--- config.mk ---
export PLATFORM = sky130hd
export DESIGN_NAME = mp_ifetch
export DESIGN_NICKNAME = d
export VERILOG_FILES = /design/src/rtl/mp_ifetch.sv
export SDC_FILE = /design/constraint.sdc
export NUM_CORES = 1
export LEC_CHECK = 0
export CORE_ASPECT_RATIO = 1.5
export CORE_UTILIZATION = 38
export DETAILED_ROUTE_END_ITERATION = 6
export PLACE_DENSITY = 0.62
export SYNTH_ARGS = -nofsm -noshare
export SYNTH_HDL_FRONTEND = slang
export SYNTH_SLANG_ARGS = --single-unit
--- constraint.sdc ---
create_clock -name sysclk -period 11 [get_ports sysclk]
set_clock_uncertainty 0.2 [all_clocks]
set_input_delay 3.3 -clock sysclk [delete_from_list [all_inputs] [get_ports sysclk]]
set_output_delay 3.3 -clock sysclk [all_outputs]
set_load 0.02 [all_outputs]
--- src/rtl/mp_ifetch.sv ---
// Instruction-fetch front end: owns the fetch PC, issues one-cycle-latency requests to
// mp_icache and queues {instruction, PC} pairs toward decode. Define IFETCH_BYPASS_EN for the empty-FIFO bypass.
module mp_ifetch #(
  parameter logic [29:0] RESET_PC = 30'h0000_0000,
  parameter int unsigned DEPTH    = 4,
  parameter int unsigned PTR_W    = 2
) (
  input  logic        sysclk,
  input  logic        sys_rst,
  output logic        icache_ack,
  output logic [29:0] icache_addr,
  input  logic        icache_vld,
  input  logic [31:0] icache_data,
  input  logic        redirect_vld,
  input  logic [29:0] redirect_pc,
  output logic        dec_vld,
  input  logic        dec_rdy,
  output logic [31:0] dec_inst,
  output logic [29:0] dec_pc
);

  localparam logic [PTR_W+1:0] DEPTH_C = (PTR_W+2)'(DEPTH);

  logic [29:0]    pc_q,       pc_d;
  logic [29:0]    req_pc_q,   req_pc_d;
  logic           inflight_q, inflight_d;
  logic           drop_q,     drop_d;
  logic [PTR_W-1:0] rd_ptr_q, rd_ptr_d;
  logic [PTR_W-1:0] wr_ptr_q, wr_ptr_d;
  logic [PTR_W:0]   count_q,  count_d;

  logic [31:0] mem_inst_q [DEPTH];
  logic [29:0] mem_pc_q   [DEPTH];

  logic [PTR_W+1:0] occupancy;
  logic fifo_empty;
  logic resp_vld;
  logic byp_vld;
  logic push;
  logic pop;

  // Requests in flight reserve a FIFO slot so a response can never find the queue full.
  always_comb begin
    occupancy   = {1'b0, count_q} + {{(PTR_W+1){1'b0}}, inflight_q};
    fifo_empty  = (count_q == '0);
    icache_ack  = icache_vld & ~redirect_vld & ~sys_rst & (occupancy < DEPTH_C);
    icache_addr = pc_q;
    resp_vld    = inflight_q & ~drop_q & ~redirect_vld & ~sys_rst;
`ifdef IFETCH_BYPASS_EN
    byp_vld     = resp_vld & fifo_empty;
`else
    byp_vld     = 1'b0;
`endif
  end

  always_comb begin
    dec_vld  = ~fifo_empty | byp_vld;
    dec_inst = '0;
    dec_pc   = '0;
    if (!fifo_empty) begin
      dec_inst = mem_inst_q[rd_ptr_q];
      dec_pc   = mem_pc_q[rd_ptr_q];
    end else if (byp_vld) begin
      dec_inst = icache_data;
      dec_pc   = req_pc_q;
    end
  end

  // A bypassed response consumed directly by decode never enters the queue.
  always_comb begin
    push = resp_vld & ~(byp_vld & dec_rdy);
    pop  = ~fifo_empty & dec_rdy;
  end

  always_comb begin
    pc_d       = pc_q;
    req_pc_d   = req_pc_q;
    inflight_d = icache_ack;
    drop_d     = 1'b0;
    rd_ptr_d   = rd_ptr_q;
    wr_ptr_d   = wr_ptr_q;
    count_d    = count_q;
    if (redirect_vld) begin
      pc_d     = redirect_pc;
      drop_d   = inflight_q;
      rd_ptr_d = '0;
      wr_ptr_d = '0;
      count_d  = '0;
    end else begin
      if (icache_ack) begin
        pc_d     = pc_q + 30'd1;
        req_pc_d = pc_q;
      end
      if (push) begin
        wr_ptr_d = wr_ptr_q + 1'b1;
      end
      if (pop) begin
        rd_ptr_d = rd_ptr_q + 1'b1;
      end
      unique case ({push, pop})
        2'b10:   count_d = count_q + 1'b1;
        2'b01:   count_d = count_q - 1'b1;
        default: count_d = count_q;
      endcase
    end
  end

  always_ff @(posedge sysclk) begin
    if (sys_rst) begin
      pc_q       <= RESET_PC;
      req_pc_q   <= '0;
      inflight_q <= 1'b0;
      drop_q     <= 1'b0;
      rd_ptr_q   <= '0;
      wr_ptr_q   <= '0;
      count_q    <= '0;
    end else begin
      pc_q       <= pc_d;
      req_pc_q   <= req_pc_d;
      inflight_q <= inflight_d;
      drop_q     <= drop_d;
      rd_ptr_q   <= rd_ptr_d;
      wr_ptr_q   <= wr_ptr_d;
      count_q    <= count_d;
    end
  end

  always_ff @(posedge sysclk) begin
    if (push) begin
      mem_inst_q[wr_ptr_q] <= icache_data;
      mem_pc_q[wr_ptr_q]   <= req_pc_q;
    end
  end

endmodule

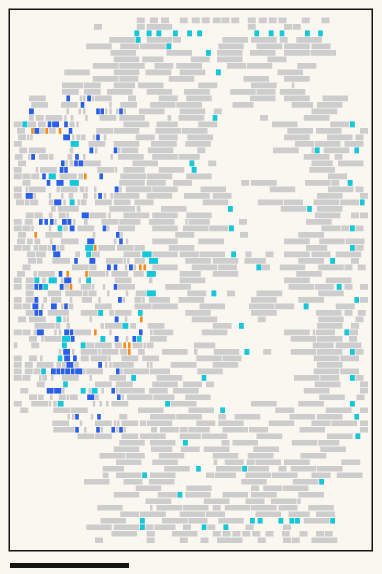
run_1/gate_families.png
Bar = 50 um.
family	colour	cells	most used
inverters	orange	16	inv_1
AND and OR gates	cyan	94	and2_1
inverting AOI/OAI gates	blue	93	a21oi_1

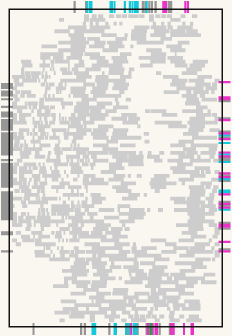
run_1/pins.png
Pins as bars across the die edge, other pins in grey.
port	colour	pins	direction	edge
dec_pc	cyan	30	output	13 north, 9 south, 8 east
dec_inst	magenta	32	output	17 east, 10 south, 5 north
dec_vld	green	1	output	south
Die Ht: 226 um
input/output buffers: 160
die extent in x: 151 um

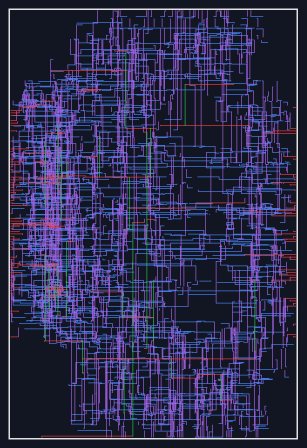
run_1/metal_stack.png
layer	colour	wire length
met2	purple	13,700 um
met4	green	773 um
met3	red	1,210 um
met1	blue	11,700 um

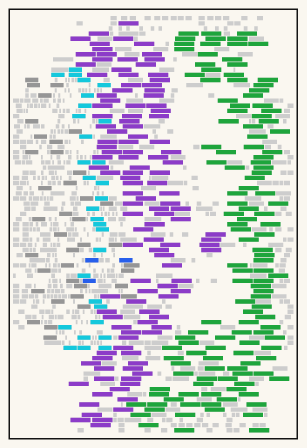
run_1/registers.png
Other sequential cells in the stronger grey, the rest of the logic in the fainter grey.
signal	colour	sequential cells
count_q	blue	3
mem_pc_q	purple	120
req_pc_q	cyan	30
mem_inst_q	green	128
not coloured	38
final core utilization: 0.480
sequential power: 1.32 mW
fraction of area in registers: 0.565
area of all sequential standard cells: 8880 um^2

==> flow_metrics.env, run 1 <==
# flow metrics
export IMPL_use_met2=0.279
export IMPL_critPathRequiredTime_ns=7.50
export IMPL_max_cap_violations=0
export IMPL_syn_mean_instance_area_um2=15.6
export IMPL_number_of_synthesized_flops_with_an_enable_pin=248
export IMPL_ys_warnings_count=0
export IMPL_rr_worst_depth=9
export IMPL_vias_after_detailed_routing=7417
export IMPL_finalWorstSetupSlack_ns=2.33
export IMPL_ys_sh_aoi=0.0487
export IMPL_synthToLayoutAreaGrowth_pct=23.5
export IMPL_asyncSetResetFlopFracSynth=0
export IMPL_register_to_register_path_setup_slack_ns=8.10
export IMPL_synth_area_yosys_um2=12700
export IMPL_synth_cell_type_count=53
export IMPL_postRouteWirelength_mm=27.4
export IMPL_synthTopCellsByArea="edfxtp_1 (59%), dfxtp_1 (11%), mux4_2 (11%)"
export IMPL_arrival_time_at_the_worst_endpoint_ns=5.17
export IMPL_rsz0062_at_grt="no"
export IMPL_slew_limit_headroom=0.299
export IMPL_fin_tns_setup_ns=0
export IMPL_setup_worst_path_start_class="input port"
export IMPL_globalRouteTotalUtil=0.164
export IMPL_grt_start_max_net_pins=65
export IMPL_crit_path_end_kind="output port"
export IMPL_synth_cell_area_um2=12700
export IMPL_initial_core_util=0.388
export IMPL_mux_area_frac=0.112
export IMPL_clk_pin_slew_worst_paths_ns=0.06
export IMPL_run_status="complete, no violations"
export IMPL_reg2reg_to="count_q[2]$_SDFFE_PP0P_"
export IMPL_number_of_vias_per_cell=5.28
export IMPL_clockRootBuffer="clkbuf_16"
export IMPL_ctsHtreeMaxLevel=1
export IMPL_place_ws_ns=2.36
export IMPL_globalRouteMet3Util=0.0200
export IMPL_post_synth_top_area_cell="edfxtp_1"
export IMPL_worstMarginPinSlew_ns=1.05
export IMPL_fmax_mhz=115
export IMPL_power_density_nw_per_um2=157
export IMPL_yosys_register_bits=319
export IMPL_initial_antenna_violation_count=0
export IMPL_fin_nets=1040
export IMPL_layout_drive_gt1_share=0.141
export IMPL_ir_drop_mv=0.118
export IMPL_crit_path_max_fanout=33
export IMPL_dominant_kind_of_combinational_cell="multiplexers"
export IMPL_synthAdderAreaFrac=0.00748
export IMPL_floorplan_rows=81
export IMPL_insertedDiodeCount=0
export IMPL_globalRoute_totalOverflow=0
export IMPL_cts_repair_timing_setup_buffer_count=0
export IMPL_finalHoldViolCount=0
export IMPL_ys_top_cells_by_count="edfxtp_1 (248), nand2_1 (89), dfxtp_1 (71)"
export IMPL_slew_violations=0
export IMPL_drt_first_pass_iters=5
export IMPL_clock_buffers_created_by_tritoncts=30
export IMPL_chipArea_um2=34200
export IMPL_synth_seq_area_share=0.698
export IMPL_worst_hold_path_type="register to register"
export IMPL_setup_viol_count_final=0
export IMPL_drt_iter0_drc=338
export IMPL_finalCritPeriodShare=0.788
export IMPL_first_global_vias=7417
export IMPL_cts_tree="built"
export IMPL_top_usage_layer="met2"
export IMPL_critical_path_class="input port to output port"
export IMPL_gr_usage_met1=0.211
export IMPL_synth_top_area_share=0.586
export IMPL_fin_crit_ns=8.67
export IMPL_most_common_cell="edfxtp_1"
export IMPL_dp_hpwl_mm=15.9
export IMPL_yosys_area_share_xor_xnor=0.00344
export IMPL_core_region_area_um2=32700
export IMPL_first_pass_grt_wire_length_mm=42.4
export IMPL_clk_insertion_delay_late_ns=0.56
export IMPL_number_of_warnings_in_the_stage_logs=29
export IMPL_p_leak_nw=4.92
export IMPL_average_routed_wire_per_standard_cell_um=19.5
export IMPL_cts_hold_fix_buffers=0
export IMPL_cts_sink_count=319
export IMPL_holdPathEnd="req_pc_q[11]$_SDFFE_PP0P_"
export IMPL_number_of_nets_still_failing_antenna_checks_after_routing=0
export IMPL_yosysCellCount=816
export IMPL_finalWeightedCongestion=0.829
export IMPL_post_syn_instances=816
export IMPL_hold_path_startpoint="req_pc_q[11]$_SDFFE_PP0P_"
export IMPL_synth_top_flop_cell="edfxtp_1"
export IMPL_power_total_mw=2.47
export IMPL_basic_gates_by_area=0.109
export IMPL_max_clock_path_buffers=3
export IMPL_cts_resized=0
export IMPL_pin_count=161
export IMPL_crit_reg2reg_launch="count_q[2]$_SDFFE_PP0P_"
export IMPL_postSynthNetCount=890
export IMPL_drc_errors=0
export IMPL_whs_path_depth=2
==> run 1: worst max-delay path, stage by stage <==
cell and delay (ns):
clkdlybuf4s50_1 0.39, buf_4 0.24, nor4b_4 0.44, nand2_2 0.11, inv_1 0.09, clkdlybuf4s50_1 0.60
==> run 1: cell usage in the layout (no fill, tap or decap), drive strengths merged, types with 4 or more instances in the layout <==
master / netlist / routed
a221oi: 4 / 4
o21ai: 12 / 12
o311ai: 5 / 5
dfxtp: 71 / 71
mux4: 62 / 62
nor4: 10 / 10
and3: 14 / 14
inv: 16 / 16
edfxtp: 248 / 248
a31oi: 8 / 8
nand2: 89 / 89
a21oi: 53 / 53
buf: 18 / 7
a41oi: 4 / 4
clkinv: 0 / 13
nor2: 26 / 26
clkdlybuf4s50: 0 / 159
bufinv: 0 / 4
and2: 65 / 65
nand3: 10 / 10
nand4: 14 / 14
nor3: 6 / 6
clkbuf: 30 / 35
or3: 5 / 5
ha: 6 / 6
==> run 1: cell families after synthesis <==
family,count (synthesis)
AOI/OAI and AO/OA,101
buffers and inverters,64
adders and majority gates,7
and+or+nand+nor,255
xor gates and xnor gates,5
DFF,319
muxes,65
==> run 1: registers in the layout (all words and copies together), names as in the netlist, named ones only <==
| register | flops |
|---|---|
| req_pc_q | 30 |
| mem_inst_q | 128 |
| icache_addr | 30 |
| rd_ptr_q | 2 |
| inflight_q | 1 |
| count_q | 3 |
| wr_ptr_q | 2 |
| mem_pc_q | 120 |
| drop_q | 1 |
==> run 1: area by class of cell <==
cell class	instances	area, um^2
Multi-Input combinational cell	433	3590
Fill cell	2834	17000
Sequential cell	319	8880
Tap cell	415	519
Timing Repair Buffer	166	1640
Inverter	16	60.1
Clock inverter	20	221
Clock buffer	35	791
==> run 1: power by group <==
group	total, mW	internal (mW)	leakage (nW)	switching (mW)
registers	1.32	1.30	2.76	0.0168
clock network	1.06	0.610	0.489	0.451
logic	0.0932	0.0466	1.67	0.0466
total	2.47	1.96	4.92	0.514
==> run 1: how the worst max path moves through the flow <==
stage | from | to | cells after the start
CTS | redirect_vld | icache_ack | 6
floorplan | sys_rst | icache_ack | 6
global route | redirect_vld | icache_ack | 6
detailed placement | redirect_vld | icache_ack | 6
global placement | redirect_vld | icache_ack | 6
finish | redirect_vld | icache_ack | 6
==> run 1: through the flow <==
step,cell area (um^2),cells,hold WS (ns)
3_3_place_gp,14700,1349,0.275
5_1_grt,15700,1404,0.324
2_1_floorplan,12700,816,0.260
6_report,15700,1404,0.295
3_5_place_dp,14700,1349,0.294
4_1_cts,15700,1404,0.303
==> run 1: metal layers <==
layer  part of all wire  routed length (um)
met5                  0                   0
met4              0.028                 772
met3              0.044                1210
met2               0.50               13700
met1               0.43               11700
## Run 2: what changed since run 1
Clock period 11 ns to 8.5 ns, I/O delays scaled along.
==> flow_metrics.env, run 2 <==
# flow metrics
export IMPL_run_status="complete, no violations"
export IMPL_clockRootBuffer="clkbuf_16"
export IMPL_power_switching_mw=0.674
export IMPL_chipArea_um2=34200
export IMPL_die_extent_in_x_um=151
export IMPL_finalCritPeriodShare=0.824
export IMPL_critPathRequiredTime_ns=5.75
export IMPL_met2WireLength_mm=14.2
export IMPL_synth_top_area_share=0.586
export IMPL_worstPathBufferInverterCount=3
export IMPL_finalHoldViolCount=0
export IMPL_grt_start_max_net_pins=64
export IMPL_most_common_library_cell_in_the_layout_ignoring_fill_and_taps="edfxtp_1"
export IMPL_rr_worst_depth=7
export IMPL_fin_crit_ns=7.01
export IMPL_most_common_cell="edfxtp_1"
export IMPL_finalWeightedCongestion=0.823
export IMPL_synth_seq_area_share=0.698
export IMPL_rsz0062_at_grt="no"
export IMPL_number_of_vias_per_cell=5.24
export IMPL_crit_reg2reg_launch="count_q[2]$_SDFFE_PP0P_"
export IMPL_hold_path_startpoint="req_pc_q[20]$_SDFFE_PP0P_"
export IMPL_fillerInstances=2846
export IMPL_fin_tns_setup_ns=0
export IMPL_whs_path_depth=2
export IMPL_number_of_nets_still_failing_antenna_checks_after_routing=0
export IMPL_yosysCellCount=816
export IMPL_asyncSetResetFlopFracSynth=0
export IMPL_holdPathEnd="req_pc_q[20]$_SDFFE_PP0P_"
export IMPL_cts_tree="built"
export IMPL_setup_viol_count_final=0
export IMPL_worst_hold_path_type="register to register"
export IMPL_power_report_internal_total_mw=2.64
export IMPL_reg2reg_to="icache_addr[16]$_SDFFE_PP0P_"
export IMPL_layout_drive_gt1_share=0.143
export IMPL_cts_repair_timing_setup_buffer_count=0
export IMPL_floorplan_rows=81
export IMPL_cts_sink_count=319
export IMPL_slew_limit_headroom=0.312
export IMPL_drt_iter0_drc=359
export IMPL_largest_reg_flops=128
export IMPL_globalRoute_totalOverflow=0
export IMPL_yosys_register_bits=319
export IMPL_arrival_time_at_the_worst_endpoint_ns=4.26
export IMPL_clk_pin_slew_worst_paths_ns=0.06
export IMPL_synthTopCellsByArea="edfxtp_1 (59%), dfxtp_1 (11%), mux4_2 (11%)"
export IMPL_synth_cell_type_count=53
export IMPL_slew_violations=0
export IMPL_power_total_mw=3.31
export IMPL_insertedDiodeCount=0
export IMPL_postSynthNetCount=890
export IMPL_largest_registers_in_the_final_layout="mem_inst_q: 128 flops, mem_pc_q: 120 flops"
export IMPL_ctsHtreeMaxLevel=2
export IMPL_ys_top_cells_by_count="edfxtp_1 (248), nand2_1 (89), dfxtp_1 (71)"
export IMPL_critPathMostFrequentCell="clkdlybuf4s50_1"
export IMPL_fin_nets=1045
export IMPL_synthToLayoutAreaGrowth_pct=24.4
export IMPL_ir_drop_mv=0.120
export IMPL_synth_area_yosys_um2=12700
export IMPL_initial_antenna_violation_count=0
export IMPL_cts_resized=0
export IMPL_critical_path_class="input port to output port"
export IMPL_first_pass_grt_wire_length_mm=43.2
export IMPL_synth_cell_area_um2=12700
export IMPL_met1Wirelength_mm=11.4
export IMPL_syn_mean_instance_area_um2=15.6
export IMPL_p_leak_nw=4.98
export IMPL_cts_hold_fix_buffers=0
export IMPL_switching_share=0.204
export IMPL_route_met3_wl_mm=1.30
export IMPL_crit_slowest_cell="clkdlybuf4s50_1"
export IMPL_ys_warnings_count=0
export IMPL_max_clock_path_buffers=3
export IMPL_pin_count=161
export IMPL_timing_critical_path_max_delay_family="buffers and inverters"
export IMPL_drt_first_pass_iters=4
export IMPL_io_buffers=160
export IMPL_core_region_area_um2=32700
export IMPL_vias_after_detailed_routing=7383
export IMPL_crit_path_max_fanout=6
export IMPL_die_height_um=226
export IMPL_worstMarginPinSlew_ns=1.03
export IMPL_drc_errors=0
export IMPL_power_share_combinational=0.037
export IMPL_first_global_vias=7735
[run 2: cell types whose count changed in the layout (fill, tap and decap cells not counted), sizes merged]
cell / before / now
inv: 16 / 18
clkinv: 13 / 10
bufinv: 4 / 3
buf: 7 / 8
clkbuf: 35 / 43
clkinvlp: 3 / 2
[run 2: worst max-delay path by stage]
stage	from	to	slack, ns	cells past startpoint
after CTS	redirect_vld	icache_ack	1.48	5
final	redirect_vld	icache_ack	1.49	5
after detailed placement	redirect_vld	icache_ack	1.49	5
after global routing	redirect_vld	icache_ack	1.42	5
after floorplan	sys_rst	icache_ack	2.10	6
after global placement	redirect_vld	icache_ack	1.51	5
[run 2: worst register-to-register path, stage by stage, from the launching register on]
cell and delay [ns]:
dfxtp_1 0.37, nor4b_4 0.50, nand2_2 0.10, inv_1 0.08, buf_4 0.40, nor2_1 0.30, a221oi_1 0.30, a21oi_1 0.10
[run 2: logic make-up (layout without fill, tap and decap cells)]
group | count (synthesis) | count (layout) | synth area share
AOI/OAI and AO/OA | 101 | 101 | 0.0487
and+or+nand+nor | 255 | 255 | 0.109
adders and majority gates | 7 | 7 | 0.00748
xor gates and xnor gates | 5 | 5 | 0.00345
DFF | 319 | 319 | 0.698
muxes | 65 | 65 | 0.112
buffers and inverters | 64 | 243 | 0.0216
[run 2: metrics by stage]
step                cell area, um^2  hold slack, ns  cells   util  setup WS (ns)
floorplan                     12700           0.260    816      -           2.10
global placement              14700           0.273   1350  0.449           1.51
detailed placement            14700           0.286   1350  0.449           1.49
CTS                           15800           0.296   1410  0.483           1.48
global route                  15800           0.317   1410  0.483           1.42
finish                        15800           0.294   1410  0.483           1.49
[run 2: final cells by class]
class	count	area (um^2)	share of cell area
clock inverter	17	164	0.0104
inverter	16	60.1	0.00380
sequential	319	8880	0.561
tap	415	519	0.0328
multi-input combinational	433	3590	0.227
timing repair buffer	167	1650	0.104
clock buffer	43	956	0.0604
[run 2: per-layer routing]
metal  vias to the layer above  GRT usage
met4                         0     0.0552
li1                       3450          -
met5                         -          0
met1                      3684      0.205
met2                       212      0.296
met3                        37     0.0287
[run 2: power groups by stage]
stage               Clock, mW  Sequential, mW  Combinational [mW]
global placement            0            1.74               0.120
floorplan                   0            1.74              0.0445
global route             1.57            1.71               0.131
detailed placement          0            1.74               0.122
finish                   1.48            1.71               0.121
CTS                      1.52            1.71               0.122
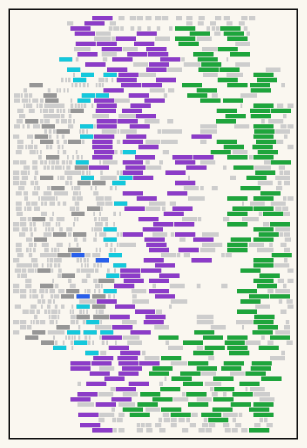
run_2/registers.png
Other sequential cells in the stronger grey, the rest of the logic in the fainter grey.
signal	colour	sequential cells
mem_inst_q	green	128
mem_pc_q	purple	120
req_pc_q	cyan	30
count_q	blue	3
not coloured	38

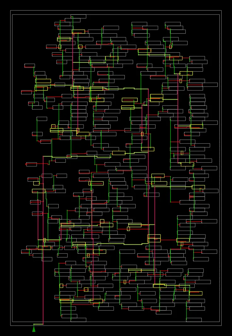
run_2/final_clocks.png
clock buffers created by TritonCTS: 34
clock latency of the later-clocked register in the worst-skew pair: 0.52 ns
final sequential cell count: 319
clock buffer count in the final layout: 43

## Run 3: what changed since run 2
Clock period 8.5 ns to 6.59 ns, I/O delays scaled along.
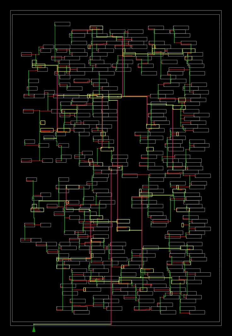
run_3/final_clocks.png
clock buffer count in the final layout: 48
count of clock tree sinks: 319
power dissipated in the clock network: 1.68 mW
clock buffers created by TritonCTS: 30

==> flow_metrics.env, run 3 <==
# flow metrics
export IMPL_slew_violations=0
export IMPL_dp_hpwl_mm=16.1
export IMPL_synthToLayoutAreaGrowth_pct=23.4
export IMPL_setup_viol_count_final=0
export IMPL_synth_top_area_share=0.586
export IMPL_fmax_mhz=172
export IMPL_worst_hold_path_type="register to register"
export IMPL_basic_gates_by_area=0.109
export IMPL_rsz0062_at_grt="no"
export IMPL_layout_cells_most_common_list="edfxtp_1 (248), clkdlybuf4s50_1 (159), nand2_1 (88)"
export IMPL_max_cap_violations=0
export IMPL_synth_area_yosys_um2=12700
export IMPL_number_of_nets_still_failing_antenna_checks_after_routing=0
export IMPL_most_common_library_cell_in_the_layout_ignoring_fill_and_taps="edfxtp_1"
export IMPL_most_common_cell="edfxtp_1"
export IMPL_ys_sh_aoi=0.0487
export IMPL_first_pass_grt_wire_length_mm=42.1
export IMPL_layout_drive_gt1_share=0.139
export IMPL_p_leak_nw=4.92
export IMPL_finalHoldViolCount=0
export IMPL_worstMarginPinSlew_ns=1.05
export IMPL_synth_seq_area_share=0.698
export IMPL_fillerInstances=2863
export IMPL_chipArea_um2=34200
export IMPL_cell_by_cell_listing_of_the_critical_path="clkdlybuf4s50_1, nor4b_4, buf_4, nand2_2, inv_1, clkdlybuf4s50_1"
export IMPL_initial_core_util=0.388
export IMPL_ctsHtreeMaxLevel=1
export IMPL_number_of_warnings_in_the_stage_logs=29
export IMPL_crit_path_end_kind="output port"
export IMPL_mux_area_frac=0.112
export IMPL_timing_critical_path_max_delay_family="buffers and inverters"
export IMPL_run_status="complete, no violations"
export IMPL_cp_num_cells=6
export IMPL_synthAdderAreaFrac=0.00748
export IMPL_dominant_kind_of_combinational_cell="multiplexers"
export IMPL_largest_registers_in_the_final_layout="mem_inst_q: 128 flops, mem_pc_q: 120 flops"
export IMPL_ys_warnings_count=0
export IMPL_yosys_area_share_xor_xnor=0.00344
export IMPL_yosysCellCount=816
export IMPL_power_share_combinational=0.039
export IMPL_critPathLaunch="redirect_vld"
export IMPL_clockRootBuffer="clkbuf_16"
export IMPL_asyncSetResetFlopFracSynth=0
export IMPL_synth_top_flop_cell="edfxtp_1"
export IMPL_synthTopCellsByArea="edfxtp_1 (59%), dfxtp_1 (11%), mux4_2 (11%)"
export IMPL_insertedDiodeCount=0
export IMPL_crit_path_max_fanout=6
export IMPL_registers_top_by_ff_count="mem_inst_q"
export IMPL_arrival_time_at_the_worst_endpoint_ns=3.62
export IMPL_initial_antenna_violation_count=0
export IMPL_die_height_um=226
export IMPL_fin_tns_setup_ns=0
export IMPL_power_share_sequential=0.545
export IMPL_critPathMostFrequentCell="clkdlybuf4s50_1"
export IMPL_power_report_internal_total_mw=3.22
export IMPL_rr_worst_depth=8
export IMPL_slew_limit_headroom=0.301
export IMPL_critical_path_max_stage_delay_ns=0.60
export IMPL_cts_hold_fix_buffers=0
export IMPL_setup_worst_path_start_class="input port"
export IMPL_drt_first_pass_iters=5
export IMPL_floorplan_rows=81
export IMPL_switching_share=0.203
export IMPL_critPathRequiredTime_ns=4.41
export IMPL_finalWeightedCongestion=0.802
export IMPL_clk_pin_slew_worst_paths_ns=0.06
export IMPL_drt_iter0_drc=457
export IMPL_ir_drop_mv=0.188
export IMPL_max_clock_path_buffers=3
export IMPL_post_synth_top_area_cell="edfxtp_1"
export IMPL_whs_path_depth=2
export IMPL_power_density_nw_per_um2=257
export IMPL_synth_cell_type_count=53
export IMPL_synth_cell_area_um2=12700
export IMPL_critical_path_class="input port to output port"
export IMPL_finalCritPeriodShare=0.880
export IMPL_grt_start_max_net_pins=63
export IMPL_finish_utilization=0.479
export IMPL_pin_count=161
export IMPL_crit_slowest_cell="clkdlybuf4s50_1"
export IMPL_io_buffers=160
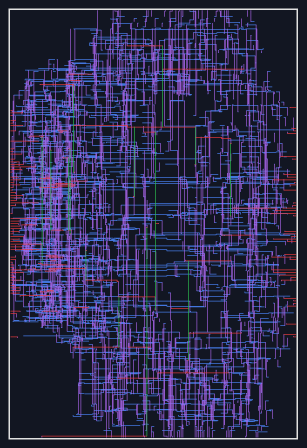
run_3/metal_stack.png
vias after detailed routing: 7,349
GRT Overall Usage: 0.163
WL final: 27.4 mm

==> run 3: cell counts after synthesis <==
No cell type changed its count.
==> run 3: final cells by class <==
| class | instances | area [um^2] | share of cell area |
|---|---|---|---|
| sequential | 319 | 8880 | 0.566 |
| multi-input combinational | 433 | 3590 | 0.229 |
| timing repair buffer | 168 | 1670 | 0.106 |
| clock buffer | 48 | 890 | 0.0567 |
| tap | 415 | 519 | 0.0331 |
| clock inverter | 8 | 82.6 | 0.00526 |
| inverter | 16 | 60.1 | 0.00383 |
==> run 3: tightest hold or removal path: stages (launching register included) <==
cell	delay, ns
dfxtp_1	0.33
nand2_1	0.06
a21oi_1	0.05
==> run 3: routing by layer <==
metal	share of wire	global-route usage	vias to the layer above
met5	0	0	-
met4	0.025	0.0548	0
met3	0.043	0.0204	36
met2	0.52	0.293	209
met1	0.41	0.200	3666
li1	-	-	3438
==> run 3: cells by family after synthesis <==
family                   count (synthesis)
XOR/XNOR                                 5
buffers and inverters                   64
adder cells (fa/ha/maj)                  7
flip-flops                             319
AND/OR/NAND/NOR                        255
AND-OR/OR-AND                          101
multiplexers                            65
==> run 3: path summary, 6_finish.rpt <==
check | end | slack (ns)
min | req_pc_q[22]$_SDFFE_PP0P_ | 0.30
max | icache_ack | 0.79
min reg2reg | req_pc_q[22]$_SDFFE_PP0P_ | 0.30
max reg2reg | count_q[2]$_SDFFE_PP0P_ | 3.53
==> run 3: per-stage QoR <==
step / instances / setup slack (ns) / instance area [um^2] / power (mW) / hold slack (ns)
global placement: 1351 / 0.795 / 14700 / 2.40 / 0.277
global route: 1407 / 0.720 / 15700 / 4.18 / 0.321
detailed placement: 1351 / 0.796 / 14700 / 2.40 / 0.289
finish: 1407 / 0.790 / 15700 / 4.04 / 0.297
floorplan: 816 / 1.34 / 12700 / 2.31 / 0.260
CTS: 1407 / 0.786 / 15700 / 4.09 / 0.297
==> run 3: power groups by stage <==
stage               Clock, mW  Sequential [mW]  Combinational (mW)
detailed placement          0             2.24               0.157
floorplan                   0             2.25              0.0574
global route             1.81             2.20               0.169
finish                   1.68             2.20               0.156
CTS                      1.73             2.20               0.158
global placement            0             2.24               0.155
No activity file was given, so power comes from the tool's default toggle rates.
